$ cat src/rtl/obstacle_spawner.sv
// Obstacle spawner: NUM_OBS left-scrolling obstacle slots with LFSR-spaced spawning,
// a velocity ramp and an IDLE/RUN/FROZEN control state machine.
module obstacle_spawner #(
    parameter int          NUM_OBS       = 3,
    parameter int          X_W           = 10,
    parameter int          V_W           = 5,
    parameter int          SPAWN_X       = 640,
    parameter int          VEL_INIT      = 10,
    parameter int          VEL_STEP      = 1,
    parameter int          VEL_MAX       = 20,
    parameter int          SPEEDUP_TICKS = 600,
    parameter int          MIN_GAP       = 180,
    parameter logic [7:0]  GAP_RAND_MASK = 8'h7F,
    parameter int          DIST_W        = 12,
    parameter logic [15:0] LFSR_SEED     = 16'hACE1
) (
    input  logic                   clk,
    input  logic                   rst_n,
    input  logic                   game_tick,
    input  logic                   start,
    input  logic                   game_over,
    output logic [NUM_OBS*X_W-1:0] obstacle_x,
    output logic [NUM_OBS-1:0]     obstacle_active,
    output logic [V_W-1:0]         velocity,
    output logic [1:0]             state,
    output logic                   spawn
);

    localparam int                TC_W      = (SPEEDUP_TICKS > 1) ? $clog2(SPEEDUP_TICKS) : 1;
    localparam logic [X_W-1:0]    SPAWN_XV  = X_W'(SPAWN_X);
    localparam logic [V_W-1:0]    VEL_INITV = V_W'(VEL_INIT);
    localparam logic [V_W-1:0]    VEL_MAXV  = V_W'(VEL_MAX);
    localparam logic [V_W:0]      VEL_STEPV = (V_W+1)'(VEL_STEP);
    localparam logic [DIST_W-1:0] MIN_GAPV  = DIST_W'(MIN_GAP);
    localparam logic [TC_W-1:0]   TC_LAST   = TC_W'(SPEEDUP_TICKS - 1);
    localparam logic [DIST_W-1:0] GAP_RESET = MIN_GAPV + DIST_W'(LFSR_SEED[7:0] & GAP_RAND_MASK);

    if (NUM_OBS < 1) begin : g_chk_num
        $error("obstacle_spawner: NUM_OBS must be at least 1");
    end
    if (V_W > X_W) begin : g_chk_vw
        $error("obstacle_spawner: V_W must not exceed X_W");
    end
    if (SPAWN_X >= (1 << X_W)) begin : g_chk_spawn
        $error("obstacle_spawner: SPAWN_X does not fit in X_W bits");
    end
    if (MIN_GAP + 255 >= (1 << DIST_W)) begin : g_chk_gap
        $error("obstacle_spawner: MIN_GAP+255 does not fit in DIST_W bits");
    end
    if (VEL_MAX >= (1 << V_W) || VEL_INIT > VEL_MAX) begin : g_chk_vel
        $error("obstacle_spawner: VEL_MAX/VEL_INIT out of range for V_W");
    end

    typedef enum logic [1:0] {
        IDLE   = 2'b00,
        RUN    = 2'b01,
        FROZEN = 2'b10
    } state_t;

    state_t                   state_q, state_d;
    logic [NUM_OBS*X_W-1:0]   x_q, x_d;
    logic [NUM_OBS-1:0]       act_q, act_d;
    logic [V_W-1:0]           vel_q, vel_d;
    logic [DIST_W-1:0]        dist_q, dist_d;
    logic [TC_W-1:0]          tick_q, tick_d;
    logic [15:0]              lfsr_q, lfsr_d;
    logic [DIST_W-1:0]        gap_q, gap_d;
    logic                     spawn_q, spawn_d;

    logic                     enter_run;
    logic                     tick_run;
    logic                     found;
    logic [X_W-1:0]           cur_x;
    logic [DIST_W:0]          dist_sum;
    logic [DIST_W-1:0]        dist_next;
    logic [V_W:0]             vel_sum;
    logic [15:0]              lfsr_adv;

    always_ff @(posedge clk or negedge rst_n) begin
        if (!rst_n) begin
            state_q <= IDLE;
            x_q     <= {NUM_OBS{SPAWN_XV}};
            act_q   <= '0;
            vel_q   <= VEL_INITV;
            dist_q  <= '0;
            tick_q  <= '0;
            lfsr_q  <= LFSR_SEED;
            gap_q   <= GAP_RESET;
            spawn_q <= 1'b0;
        end else begin
            state_q <= state_d;
            x_q     <= x_d;
            act_q   <= act_d;
            vel_q   <= vel_d;
            dist_q  <= dist_d;
            tick_q  <= tick_d;
            lfsr_q  <= lfsr_d;
            gap_q   <= gap_d;
            spawn_q <= spawn_d;
        end
    end

    // Movement and spawning both use the pre-update velocity; a slot freed by
    // movement is already a spawn candidate within the same tick.
    always_comb begin
        state_d   = state_q;
        x_d       = x_q;
        act_d     = act_q;
        vel_d     = vel_q;
        dist_d    = dist_q;
        tick_d    = tick_q;
        lfsr_d    = lfsr_q;
        gap_d     = gap_q;
        spawn_d   = 1'b0;
        enter_run = 1'b0;
        tick_run  = 1'b0;
        found     = 1'b0;
        cur_x     = '0;
        dist_sum  = '0;
        dist_next = '0;
        vel_sum   = '0;
        lfsr_adv  = {1'b0, lfsr_q[15:1]} ^ (lfsr_q[0] ? 16'hB400 : 16'h0000);

        unique case (state_q)
            IDLE:    if (start) enter_run = 1'b1;
            RUN: begin
                if (game_over) begin
                    state_d = FROZEN;
                end else if (game_tick) begin
                    tick_run = 1'b1;
                end
            end
            FROZEN:  if (start) enter_run = 1'b1;
            default: state_d = IDLE;
        endcase

        if (enter_run) begin
            state_d  = RUN;
            x_d      = {NUM_OBS{SPAWN_XV}};
            act_d    = '0;
            act_d[0] = 1'b1;
            vel_d    = VEL_INITV;
            dist_d   = '0;
            tick_d   = '0;
            spawn_d  = 1'b1;
        end

        if (tick_run) begin
            for (int i = 0; i < NUM_OBS; i++) begin
                cur_x = x_q[i*X_W +: X_W];
                if (act_q[i]) begin
                    if (cur_x <= X_W'(vel_q)) begin
                        act_d[i]            = 1'b0;
                        x_d[i*X_W +: X_W]   = SPAWN_XV;
                    end else begin
                        x_d[i*X_W +: X_W]   = cur_x - X_W'(vel_q);
                    end
                end
            end

            dist_sum  = {1'b0, dist_q} + (DIST_W+1)'(vel_q);
            dist_next = dist_sum[DIST_W] ? {DIST_W{1'b1}} : dist_sum[DIST_W-1:0];
            dist_d    = dist_next;

            if (dist_next >= gap_q && !(&act_d)) begin
                for (int i = 0; i < NUM_OBS; i++) begin
                    if (!found && !act_d[i]) begin
                        act_d[i]          = 1'b1;
                        x_d[i*X_W +: X_W] = SPAWN_XV;
                        found             = 1'b1;
                    end
                end
                spawn_d = 1'b1;
                dist_d  = '0;
                lfsr_d  = lfsr_adv;
                gap_d   = MIN_GAPV + DIST_W'(lfsr_adv[7:0] & GAP_RAND_MASK);
            end

            if (tick_q == TC_LAST) begin
                tick_d  = '0;
                vel_sum = {1'b0, vel_q} + VEL_STEPV;
                vel_d   = (vel_sum > {1'b0, VEL_MAXV}) ? VEL_MAXV : vel_sum[V_W-1:0];
            end else begin
                tick_d  = tick_q + 1'b1;
            end
        end
    end

    assign obstacle_x      = x_q;
    assign obstacle_active = act_q;
    assign velocity        = vel_q;
    assign state           = state_q;
    assign spawn           = spawn_q;

endmodule

$ cat config.mk
export PLATFORM = sky130hd
export DESIGN_NAME = obstacle_spawner
export DESIGN_NICKNAME = d
export VERILOG_FILES = /design/src/rtl/obstacle_spawner.sv
export SDC_FILE = /design/constraint.sdc
export NUM_CORES = 1
export LEC_CHECK = 0
export CORE_UTILIZATION = 40
export CTS_BUF_LIST = sky130_fd_sc_hd__clkbuf_4
export CTS_CLUSTER_SIZE = 12
export DETAILED_ROUTE_END_ITERATION = 12
export GPL_ROUTABILITY_DRIVEN = 0
export GPL_TIMING_DRIVEN = 0
export HOLD_SLACK_MARGIN = 0.03
export MAX_ROUTING_LAYER = met4
export PLACE_DENSITY = 0.66
export SETUP_SLACK_MARGIN = 0.02
export SYNTH_ARGS = -nofsm -noshare
export SYNTH_HDL_FRONTEND = slang
export SYNTH_SLANG_ARGS = --single-unit
$ cat constraint.sdc
create_clock -name clk -period 4.9 [get_ports clk]
set_clock_uncertainty 0.15 [all_clocks]
set_input_delay 0.49 -clock clk [delete_from_list [all_inputs] [get_ports clk]]
set_output_delay 0.49 -clock clk [all_outputs]
set_load 0.01 [all_outputs]
==> flow_metrics.py <==
# Metrics from the implementation run
metrics = {
    "run_status": {
        "outcome": "complete, no violations",
    },
    "logic_synthesis": {
        "ys_top_logic_family": "AND-OR/OR-AND gates",
        "synth_xor_xnor_area_share_pct": 3.514,
        "top_cell": "dfrtp_1",
        "synthTopCellsByArea": "dfrtp_1 (31%), dfstp_2 (9.1%), ha_1 (7.5%)",
        "ys_sh_adder_pct": 8.989,
        "flop_cell": "dfrtp_1",
        "synth_area_sq_um": 5484,
        "avgSynthCellArea_sq_um": 9.327,
        "synth_area_leader_cell": "dfrtp_1",
        "aoi_share_pct": 22.86,
    },
    "worst_setup_path": {
        "reg2reg_slack_ns": 0.27,
        "r2r_cells": 15,
        "cp_data_arrival_time_ns": 4.87,
        "r2r-start": "velocity[0]",
        "cp_cell_sequence": "ha_1 -> fa_1 -> a21oi_1 -> o21ai_1 -> nand3_1 -> nand2_1 -> ha_1 -> a211oi_1 -> o21ai_0 -> a21oi_1 -> nand4b_1 -> o211ai_4 -> buf_12 -> buf_6 -> mux2_4",
        "crit_fanout": 10,
        "timing.rr.end": "lfsr_q[9]",
    },
    "detailed_routing": {
        "met1_length_um": 6414,
        "wl_um": 13640,
        "drc": 0,
        "viasPerCell": 5.753,
        "drt_iter0_drc": 303,
    },
    "final_timing": {
        "slew_violations": 0,
        "worstMarginPinSlew_ns": 0.7028,
        "rsz0062_at_grt": "false",
    },
    "global_routing": {
        "grt_max_degree": 56,
        "grt_pass1_wl_um": 22950,
        "grtUsageMet1_pct": 27.49,
        "use_met3_pct": 4.646,
        "gr-max-usage-layer": "met2",
    },
    "final_layout": {
        "lay_top_cells": "dfrtp_1 (67), nand2_1 (61), o21ai_0 (56), clkdlybuf4s50_1 (44), nor2_1 (40)",
        "largest_cell_class": "logic gates",
        "clk_share_pct": 1.934,
        "num-nonclk-inverters": 33,
        "regArea_sq_um": 2176,
        "drive_gt1_share_pct": 10.87,
    },
    "place": {
        "placed_area_sq_um": 6180,
        "port_buffers": 45,
    },
    "floorplan": {
        "fp_util_pct": 41.25,
        "die-area_sq_um": 14180,
    },
    "clocking": {
        "clk_path_buf_depth": 2,
        "cts.clk_slew.worst_paths_ns": 0.15,
        "clock-sinks": 86,
    },
    "job": {
        "drv_cap": 0,
    },
}
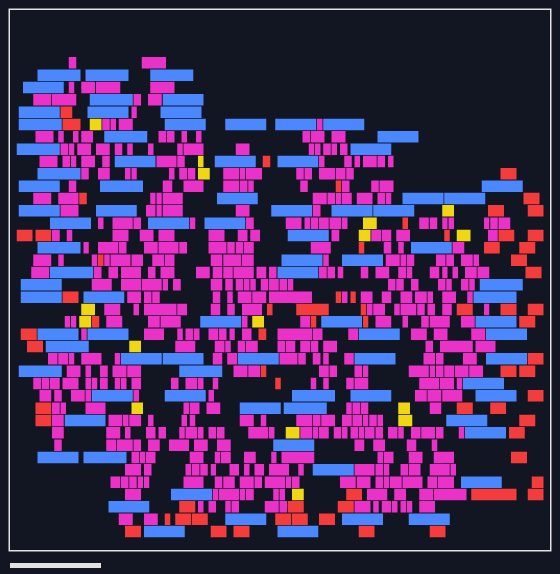
Figure 1: cells colored by class.
Bar = 20 um.
registers: shown in blue, cells 86. clock drivers and dummy loads: shown in yellow, cells 16. remaining buffers and delay cells: shown in red, cells 68. remaining logic cells: shown in magenta, cells 483.
final design utilization: 47.68%
fin area: 6340 sq um
# rows: 42

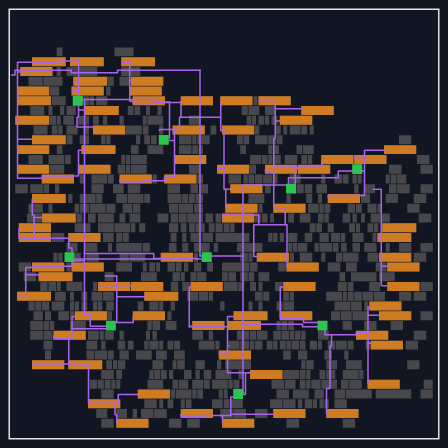
Figure 2: clock network drawn from the DEF.
clock-net drivers: shown in green, count 9. clock wires: shown in purple, length 1,200 um. flip-flops: shown in orange, count 86.
There are 10 routed clock nets. Position of the flops: spread over the die.
clock power share: 21.5%
Clk. pwr: 385 uW
worst skew pair latency: 0.49 ns

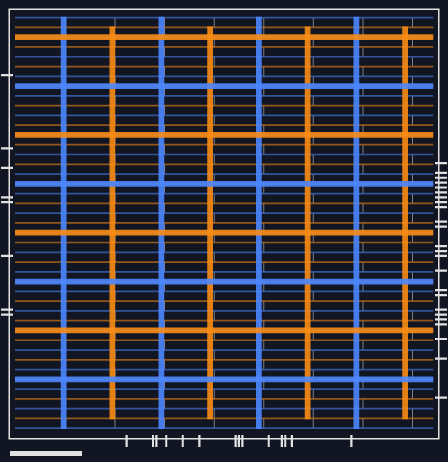
Figure 3: supply network.
Bar = 20 um. Pins as bars on the die edge. Tap cells in gray.
VDD: shown in orange. VSS: shown in blue.
8 straps on met4. The core has 42 rows.
Peak VDD IR: 202.8 uV
die height: 119.1 um
Die X: 119.1 um

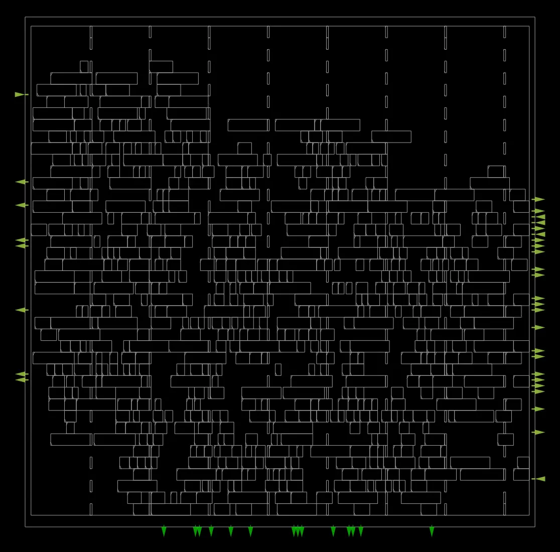
Figure 4: cell outlines without signal wires.
Fill cells: 1,258
Finished Layout Cells: 829
seq_cells: 86
core area: 13,300 sq um

Power and IR drop assume default switching activity.
